--- config.mk ---
export PLATFORM = sky130hd
export DESIGN_NAME = lcd_bus_receiver
export DESIGN_NICKNAME = d
export VERILOG_FILES = /design/src/rtl/lcd_bus_pkg.sv /design/src/rtl/lcd_bus_receiver_sync.sv /design/src/rtl/lcd_bus_receiver.sv
export SDC_FILE = /design/constraint.sdc
export NUM_CORES = 1
export LEC_CHECK = 0
export CORE_MARGIN = 4
export CORE_UTILIZATION = 57
export DETAILED_ROUTE_END_ITERATION = 16
export GPL_TIMING_DRIVEN = 0
export PLACE_DENSITY_LB_ADDON = 0.12
export REMOVE_ABC_BUFFERS = 1
export SLEW_MARGIN = 20
export SYNTH_ARGS = -nofsm -noshare
export SYNTH_HDL_FRONTEND = slang
export SYNTH_SLANG_ARGS = --single-unit
--- constraint.sdc ---
create_clock -name i_clk -period 2.55 [get_ports i_clk]
set_input_delay 0.3825 -clock i_clk [delete_from_list [all_inputs] [get_ports i_clk]]
set_output_delay 0.3825 -clock i_clk [all_outputs]
set_load 0.005 [all_outputs]
--- src/rtl/lcd_bus_pkg.sv ---
// lcd_bus_pkg -- shared definitions for the LCD write-bus receiver.
//   Command codes of the ILI9341 subset, the receiver FSM state type,
//   the parameter decoding mode, the MADCTL MV bit position and the
//   pixel byte-pair assembly helper.
package lcd_bus_pkg;

  localparam logic [7:0] CMD_CASET  = 8'h2A;
  localparam logic [7:0] CMD_PASET  = 8'h2B;
  localparam logic [7:0] CMD_RAMWR  = 8'h2C;
  localparam logic [7:0] CMD_RAMWRC = 8'h3C;
  localparam logic [7:0] CMD_MADCTL = 8'h36;

  localparam int unsigned MADCTL_MV = 5;

  typedef enum logic [1:0] {
    S_IDLE,
    S_PARAM,
    S_PIX0,
    S_PIX1
  } state_t;

  // How the parameter bytes of the current command are interpreted.
  typedef enum logic [1:0] {
    PM_GENERIC,
    PM_CASET,
    PM_PASET,
    PM_MADCTL
  } param_mode_t;

  // Joins the two bus bytes of one pixel into an RGB565 word.
  function automatic logic [15:0] pixel_word(input logic [7:0] first,
                                             input logic [7:0] second,
                                             input logic       low_first);
    return low_first ? {second, first} : {first, second};
  endfunction

endpackage

--- src/rtl/lcd_bus_receiver_sync.sv ---
// lcd_bus_sync -- brings the asynchronous 8080 bus pins into i_clk.
//   Two-flop synchronisers on DATA, RS, WR, CS and RESET_INVERTED, with a
//   history flop on WR and CS for edge detection.
// Ports:
//   i_clk, i_reset          clock, synchronous active-high reset
//   i_lcd_*                 raw bus pins
//   o_strobe                one-cycle pulse per WR rising edge while selected
//   o_data, o_rs            byte and RS captured from the same stage as o_strobe
//   o_deselect              one-cycle pulse when CS falls
//   o_bus_reset             synchronised RESET_INVERTED level
module lcd_bus_sync (
  input  logic       i_clk,
  input  logic       i_reset,
  input  logic [7:0] i_lcd_data,
  input  logic       i_lcd_rs,
  input  logic       i_lcd_wr,
  input  logic       i_lcd_cs_inverted,
  input  logic       i_lcd_reset_inverted,
  output logic       o_strobe,
  output logic [7:0] o_data,
  output logic       o_rs,
  output logic       o_deselect,
  output logic       o_bus_reset
);

  logic [7:0] r_data_s1, r_data_s2;
  logic       r_rs_s1, r_rs_s2;
  logic       r_wr_s1, r_wr_s2, r_wr_hist;
  logic       r_cs_s1, r_cs_s2, r_cs_hist;
  logic       r_rst_s1, r_rst_s2;

  always_ff @(posedge i_clk) begin
    if (i_reset) begin
      r_data_s1 <= '0;
      r_data_s2 <= '0;
      r_rs_s1   <= 1'b0;
      r_rs_s2   <= 1'b0;
      // WR idles high; resetting its stages high avoids a false edge
      // when reset is released with the strobe already high.
      r_wr_s1   <= 1'b1;
      r_wr_s2   <= 1'b1;
      r_wr_hist <= 1'b1;
      r_cs_s1   <= 1'b0;
      r_cs_s2   <= 1'b0;
      r_cs_hist <= 1'b0;
      r_rst_s1  <= 1'b0;
      r_rst_s2  <= 1'b0;
    end else begin
      r_data_s1 <= i_lcd_data;
      r_data_s2 <= r_data_s1;
      r_rs_s1   <= i_lcd_rs;
      r_rs_s2   <= r_rs_s1;
      r_wr_s1   <= i_lcd_wr;
      r_wr_s2   <= r_wr_s1;
      r_wr_hist <= r_wr_s2;
      r_cs_s1   <= i_lcd_cs_inverted;
      r_cs_s2   <= r_cs_s1;
      r_cs_hist <= r_cs_s2;
      r_rst_s1  <= i_lcd_reset_inverted;
      r_rst_s2  <= r_rst_s1;
    end
  end

  assign o_strobe    = r_wr_s2 & ~r_wr_hist & r_cs_s2;
  assign o_data      = r_data_s2;
  assign o_rs        = r_rs_s2;
  assign o_deselect  = r_cs_hist & ~r_cs_s2;
  assign o_bus_reset = r_rst_s2;

endmodule

--- src/rtl/lcd_bus_receiver.sv ---
// lcd_bus_receiver -- responder for the 8-bit 8080-style LCD write bus.
//   Decodes CASET/PASET/RAMWR/RAMWRC (and MADCTL when enabled), reports
//   every command and parameter byte, and emits RGB565 pixels tagged with
//   their column/page inside the current window.
// Optional feature: define LCD_BUS_RECEIVER_MADCTL_EN to honour MADCTL MV
//   (page-first traversal); otherwise 0x36 is a generic command.
// Ports:
//   i_clk, i_reset                    clock, synchronous active-high reset
//   i_lcd_data/rs/wr/cs_inverted      asynchronous bus pins
//   i_lcd_reset_inverted              bus reset, same effect as i_reset
//   o_cmd_valid/o_cmd                 command pulse and last command byte
//   o_param_valid/o_param             parameter pulse and byte
//   o_pixel_valid/data/x/y            pixel pulse, RGB565 value, coordinates
//   o_frame_done                      with the last pixel of the window
module lcd_bus_receiver #(
  parameter int P_COLS           = 240,
  parameter int P_ROWS           = 320,
  parameter int P_LOW_BYTE_FIRST = 1
) (
  input  logic        i_clk,
  input  logic        i_reset,
  input  logic [7:0]  i_lcd_data,
  input  logic        i_lcd_rs,
  input  logic        i_lcd_wr,
  input  logic        i_lcd_cs_inverted,
  input  logic        i_lcd_reset_inverted,
  output logic        o_cmd_valid,
  output logic [7:0]  o_cmd,
  output logic        o_param_valid,
  output logic [7:0]  o_param,
  output logic        o_pixel_valid,
  output logic [15:0] o_pixel_data,
  output logic [8:0]  o_pixel_x,
  output logic [8:0]  o_pixel_y,
  output logic        o_frame_done
);
  import lcd_bus_pkg::*;

  localparam logic [15:0] LP_COLS     = 16'(P_COLS);
  localparam logic [15:0] LP_ROWS     = 16'(P_ROWS);
  localparam logic [8:0]  LP_COL_LAST = 9'(P_COLS - 1);
  localparam logic [8:0]  LP_ROW_LAST = 9'(P_ROWS - 1);
  localparam logic        LP_LOW_FIRST = (P_LOW_BYTE_FIRST != 0);

  logic       w_strobe;
  logic [7:0] w_byte;
  logic       w_rs;
  logic       w_deselect;
  logic       w_bus_reset;
  logic       w_rst;

  lcd_bus_sync u_sync (
    .i_clk                (i_clk),
    .i_reset              (i_reset),
    .i_lcd_data           (i_lcd_data),
    .i_lcd_rs             (i_lcd_rs),
    .i_lcd_wr             (i_lcd_wr),
    .i_lcd_cs_inverted    (i_lcd_cs_inverted),
    .i_lcd_reset_inverted (i_lcd_reset_inverted),
    .o_strobe             (w_strobe),
    .o_data               (w_byte),
    .o_rs                 (w_rs),
    .o_deselect           (w_deselect),
    .o_bus_reset          (w_bus_reset)
  );

  assign w_rst = i_reset | w_bus_reset;

  state_t      r_state, w_state_next;
  param_mode_t r_mode;
  logic [2:0]  r_idx;
  logic [7:0]  r_pbuf0, r_pbuf1, r_pbuf2;
  logic [8:0]  r_col_start, r_col_end, r_row_start, r_row_end;
  logic [8:0]  r_x, r_y;
  logic [7:0]  r_pix_first;
  logic        w_mv;

  logic        w_cmd_evt, w_param_evt, w_pix_lat, w_pix_done;
  logic [8:0]  w_x_adv, w_y_adv;
  logic        w_wrap;
  logic [15:0] w_start16, w_end16;
  logic        w_col_ok, w_row_ok;

  // ---------------------------------------------------------------- FSM
  always_ff @(posedge i_clk) begin
    if (w_rst) r_state <= S_IDLE;
    else       r_state <= w_state_next;
  end

  always_comb begin
    w_state_next = r_state;
    w_cmd_evt    = 1'b0;
    w_param_evt  = 1'b0;
    w_pix_lat    = 1'b0;
    w_pix_done   = 1'b0;
    if (w_deselect) begin
      w_state_next = S_IDLE;
    end else if (w_strobe) begin
      if (!w_rs) begin
        w_cmd_evt = 1'b1;
        if (w_byte == CMD_RAMWR || w_byte == CMD_RAMWRC) w_state_next = S_PIX0;
        else                                             w_state_next = S_PARAM;
      end else begin
        case (r_state)
          S_PARAM: w_param_evt = 1'b1;
          S_PIX0: begin
            w_pix_lat    = 1'b1;
            w_state_next = S_PIX1;
          end
          S_PIX1: begin
            w_pix_done   = 1'b1;
            w_state_next = S_PIX0;
          end
          default: ;
        endcase
      end
    end
  end

  // ----------------------------------------------------- pointer advance
`ifdef LCD_BUS_RECEIVER_MADCTL_EN
  logic r_mv;
  assign w_mv = r_mv;
`else
  assign w_mv = 1'b0;
`endif

  // The fast axis wraps to its start and steps the slow axis; the slow
  // axis wrapping marks the end of the window.
  always_comb begin
    w_x_adv = r_x;
    w_y_adv = r_y;
    w_wrap  = 1'b0;
    if (!w_mv) begin
      if (r_x == r_col_end) begin
        w_x_adv = r_col_start;
        if (r_y == r_row_end) begin
          w_y_adv = r_row_start;
          w_wrap  = 1'b1;
        end else begin
          w_y_adv = r_y + 9'd1;
        end
      end else begin
        w_x_adv = r_x + 9'd1;
      end
    end else begin
      if (r_y == r_row_end) begin
        w_y_adv = r_row_start;
        if (r_x == r_col_end) begin
          w_x_adv = r_col_start;
          w_wrap  = 1'b1;
        end else begin
          w_x_adv = r_x + 9'd1;
        end
      end else begin
        w_y_adv = r_y + 9'd1;
      end
    end
  end

  // Window bounds are always sent high byte first; the 4th byte is live.
  assign w_start16 = {r_pbuf0, r_pbuf1};
  assign w_end16   = {r_pbuf2, w_byte};
  assign w_col_ok  = (w_start16 <= w_end16) && (w_end16 < LP_COLS);
  assign w_row_ok  = (w_start16 <= w_end16) && (w_end16 < LP_ROWS);

  // ------------------------------------------------------------ datapath
  always_ff @(posedge i_clk) begin
    if (w_rst) begin
      o_cmd_valid   <= 1'b0;
      o_cmd         <= '0;
      o_param_valid <= 1'b0;
      o_param       <= '0;
      o_pixel_valid <= 1'b0;
      o_pixel_data  <= '0;
      o_pixel_x     <= '0;
      o_pixel_y     <= '0;
      o_frame_done  <= 1'b0;
      r_mode        <= PM_GENERIC;
      r_idx         <= '0;
      r_pbuf0       <= '0;
      r_pbuf1       <= '0;
      r_pbuf2       <= '0;
      r_col_start   <= '0;
      r_col_end     <= LP_COL_LAST;
      r_row_start   <= '0;
      r_row_end     <= LP_ROW_LAST;
      r_x           <= '0;
      r_y           <= '0;
      r_pix_first   <= '0;
`ifdef LCD_BUS_RECEIVER_MADCTL_EN
      r_mv          <= 1'b0;
`endif
    end else begin
      o_cmd_valid   <= w_cmd_evt;
      o_param_valid <= w_param_evt;
      o_pixel_valid <= w_pix_done;
      o_frame_done  <= w_pix_done & w_wrap;

      if (w_cmd_evt) begin
        o_cmd <= w_byte;
        r_idx <= '0;
        case (w_byte)
          CMD_CASET:  r_mode <= PM_CASET;
          CMD_PASET:  r_mode <= PM_PASET;
`ifdef LCD_BUS_RECEIVER_MADCTL_EN
          CMD_MADCTL: r_mode <= PM_MADCTL;
`endif
          default:    r_mode <= PM_GENERIC;
        endcase
        if (w_byte == CMD_RAMWR) begin
          r_x <= r_col_start;
          r_y <= r_row_start;
        end
      end

      if (w_param_evt) begin
        o_param <= w_byte;
        if (r_idx != 3'd4) r_idx <= r_idx + 3'd1;
        case (r_idx)
          3'd0:    r_pbuf0 <= w_byte;
          3'd1:    r_pbuf1 <= w_byte;
          3'd2:    r_pbuf2 <= w_byte;
          default: ;
        endcase
        if (r_idx == 3'd3) begin
          if (r_mode == PM_CASET && w_col_ok) begin
            r_col_start <= w_start16[8:0];
            r_col_end   <= w_end16[8:0];
          end
          if (r_mode == PM_PASET && w_row_ok) begin
            r_row_start <= w_start16[8:0];
            r_row_end   <= w_end16[8:0];
          end
        end
`ifdef LCD_BUS_RECEIVER_MADCTL_EN
        if (r_mode == PM_MADCTL && r_idx == 3'd0) r_mv <= w_byte[MADCTL_MV];
`endif
      end

      if (w_pix_lat) r_pix_first <= w_byte;

      if (w_pix_done) begin
        o_pixel_data <= pixel_word(r_pix_first, w_byte, LP_LOW_FIRST);
        o_pixel_x    <= r_x;
        o_pixel_y    <= r_y;
        r_x          <= w_x_adv;
        r_y          <= w_y_adv;
      end
    end
  end

endmodule

Fig. 1: metal 3
Cells faint in the background.
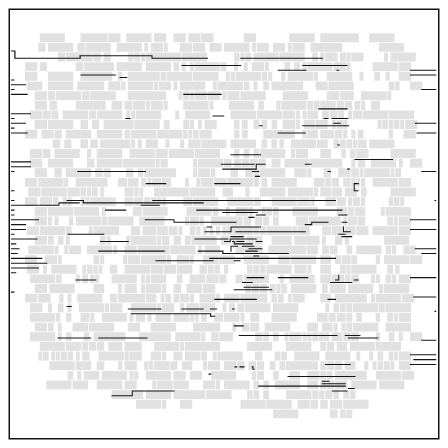
wire length on this layer	1,130 um
longest straight run	51.5 um
main direction	horizontal
share of all routed wire	6.4%
nets with wire on the layer	108

Fig. 2: close-up of the layout
Region (40, 40) to (80, 80) um. Cells in gray, sequential cells in the stronger gray; small squares are vias.
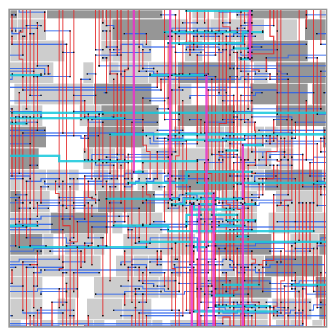
layer	color
metal 1	blue
metal 3	cyan
metal 4	magenta
metal 2	red
most frequent	dfxtp_1 (20), nand4_1 (17), nor2_1 (15)
netlist names of flops here include	r_row_start (5), r_pbuf1 (4), r_col_start (3)
cells with their middle in the window	128
sequential cells in the window	20

Fig. 3: clock distribution
Bar = 20 um.
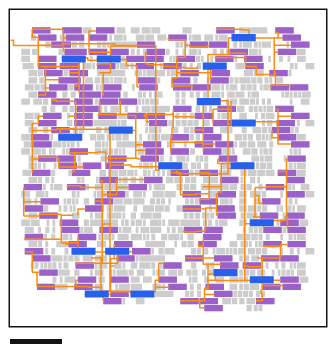
[clock drivers] blue | count: 17
[flip-flops] purple | count: 173
[clock wires] orange | length: 1,860 um
routed clock nets	18
flops lie	widely spread

## sequential cells by signal, indices dropped and copies added, names as in the netlist, 9 cells and up
signal / flops
o_pixel_data: 16
o_pixel_x: 9
o_pixel_y: 9
r_col_end: 9
r_col_start: 9
r_row_end: 9
r_row_start: 9
r_x: 9
r_y: 9
## critical path, delay by kind of cell (launching register included)
family / cells / cell delay, ns
AND-OR/OR-AND: 3 / 0.85
adder cells (fa/ha/maj): 1 / 0.29
buffers and inverters: 1 / 0.10
flip-flops: 1 / 0.48
AND/OR/NAND/NOR: 3 / 0.63
## layer usage
| metal | share of wire (%) | track usage (%) | wire length [um] |
|---|---|---|---|
| met2 | 48 | 40.2 | 8510 |
| met1 | 43 | 31.1 | 7590 |
| met4 | 3.2 | 11.5 | 566 |
| met3 | 6.3 | 5.61 | 1130 |
| met5 | 0 | 0 | 0 |
## repair_timing
action,4_1_cts,5_1_grt
setup buffers,6,2
gates cloned,2,1
pin swaps,5,4
hold buffers,0,0
resized,10,15
setup endpoints to repair,45,57
## per-stage QoR
step           setup WS [ns]  TNS [ns]
3_3_place_gp           -1.49   -163.22
3_5_place_dp          -0.712    -21.59
6_report               0.130         0
2_1_floorplan         -0.443     -4.73
4_1_cts               0.0384         0
5_1_grt              0.00510         0
## worst paths after layout
kind         slack (ns)  cells after the start                         from                   endpoint
max reg2reg        0.13                      8  u_sync.o_data[4]$_SDFF_PP0_  r_col_end[7]$_SDFFE_PP1P_
max                0.13                      8  u_sync.o_data[4]$_SDFF_PP0_  r_col_end[7]$_SDFFE_PP1P_
min                0.41                      1    u_sync.r_wr_s1$_SDFF_PP1_  u_sync.r_wr_s2$_SDFF_PP1_
min reg2reg        0.41                      1    u_sync.r_wr_s1$_SDFF_PP1_  u_sync.r_wr_s2$_SDFF_PP1_
==> run summary <==
Implementation results

Of the total synthesized cell area, the portion taken by AND-OR and OR-AND cells is 12.8%. Leaving out the clock tree, the finished layout contains a buffer count of 78. The maximum VDD drop is 603 uV. The number of distinct library cells after synthesis is 53.

The run finished with clean final reports. The commonest cells after synthesis are 173 x sky130_fd_sc_hd__dfxtp_1, 122 x sky130_fd_sc_hd__nand2_1, 91 x sky130_fd_sc_hd__a21oi_1, 74 x sky130_fd_sc_hd__nor2_1, 54 x sky130_fd_sc_hd__mux2i_1. The register bit count reported by yosys is 173. Total global-route track usage over all layers is 24.7%. The wire length of the first global-routing pass is 28,600 um. Yosys attributes the largest share of cell area to sky130_fd_sc_hd__dfxtp_1 48%, sky130_fd_sc_hd__mux2i_1 7.5%, sky130_fd_sc_hd__nand2_1 6.3%.

The top power group is registers. The total number of nets in the final design is 913. In this run the standard cell core region covers 12,200 um2. The count of cells in the finished layout, fillers not included, comes to 1,057.

The actual transition at the worst max-transition pin is 1.02 ns. The report counts max-capacitance violations totalling 0. The leakage power is 0.00312 uW.

The clock tree synthesis step divided the H-tree into 4 levels. The routed via count divided by cell count is 5.75. At the end of the flow the core is filled with cells to 72.1%. In the Yosys report, the sequential cells make up 47.8% of the chip area. The initial core utilization is 59.3%. The weighted congestion at the end of routability-driven global placement is 0.879.

The worst-case clock buffer depth is 2. The post-route netlist has 9.22% of its cells at a drive strength greater than 1. The library cells used most frequently in the layout, excluding fill and tap cells, are 166 x sky130_fd_sc_hd__dfxtp_1, 121 x sky130_fd_sc_hd__nand2_1, 91 x sky130_fd_sc_hd__a21oi_1. The layout stage reports a final design area of 8800 um2. For the worst-skew pair, the clock arrives at the later sink with an insertion delay of 0.43 ns. The number of detailed-route iterations in the first pass is 5. The chip area from the yosys synthesis statistics is 7240 um2.

The worst hold slack across all endpoints is 0.415 ns. Per the synthesis report, the adder-cell share of the synthesized area is 3.98%. The layout clock buffer count is 18. The layout report lists the combined flip-flop and latch area as 3480 um2. The overall chip area is 14,600 um2. The post-synthesis cell count from yosys is 835. The portion of total power attributed to the clock network is 47.7%. The net switching power figure is 1250 uW. OpenROAD emitted warnings numbering 28.

Subtracting the final worst setup slack from the clock period gives 2.42 ns. The inverter count of the layout excluding clock inverters is 26. The most used logic cell in the final layout is sky130_fd_sc_hd__dfxtp_1. The number of combinational gates with multiple inputs is 580.

The synthesized netlist handed to floorplanning was reported with a cell count of 835. In the final report, the number of endpoints failing setup comes to 0. The most frequently used library cell after synthesis is sky130_fd_sc_hd__dfxtp_1.

The headroom to the max-slew limit is 30.9%. The cell taking the most area after synthesis is sky130_fd_sc_hd__dfxtp_1. The post-DP HPWL is 11,200 um. The highest-delay cell along the critical path is sky130_fd_sc_hd__dfxtp_4.

Entering global routing, the biggest net connects 72 pins. For this floorplan the total number of well-tap instances is 168. The number of sequential storage elements is 173. The multi-input combinational cells in the finished layout cover a total of 3580 um2.

The layout has 964 filler cells. The max-slew violation total from the final report is 0. The OpenROAD report gives the critical path a data arrival time of 2.77 ns.

Per the CTS log, the root buffer master is sky130_fd_sc_hd__clkbuf_16. The dominant kind of cell is logic gates. The CTS buffer count is 17.

The number of global-route vias before repair is 5,830. The share of power burned in combinational logic is 3.3%. The total wire length after detailed routing is 17,800 um.
Power figures rest on the tool's default switching activity, not on a simulated workload.
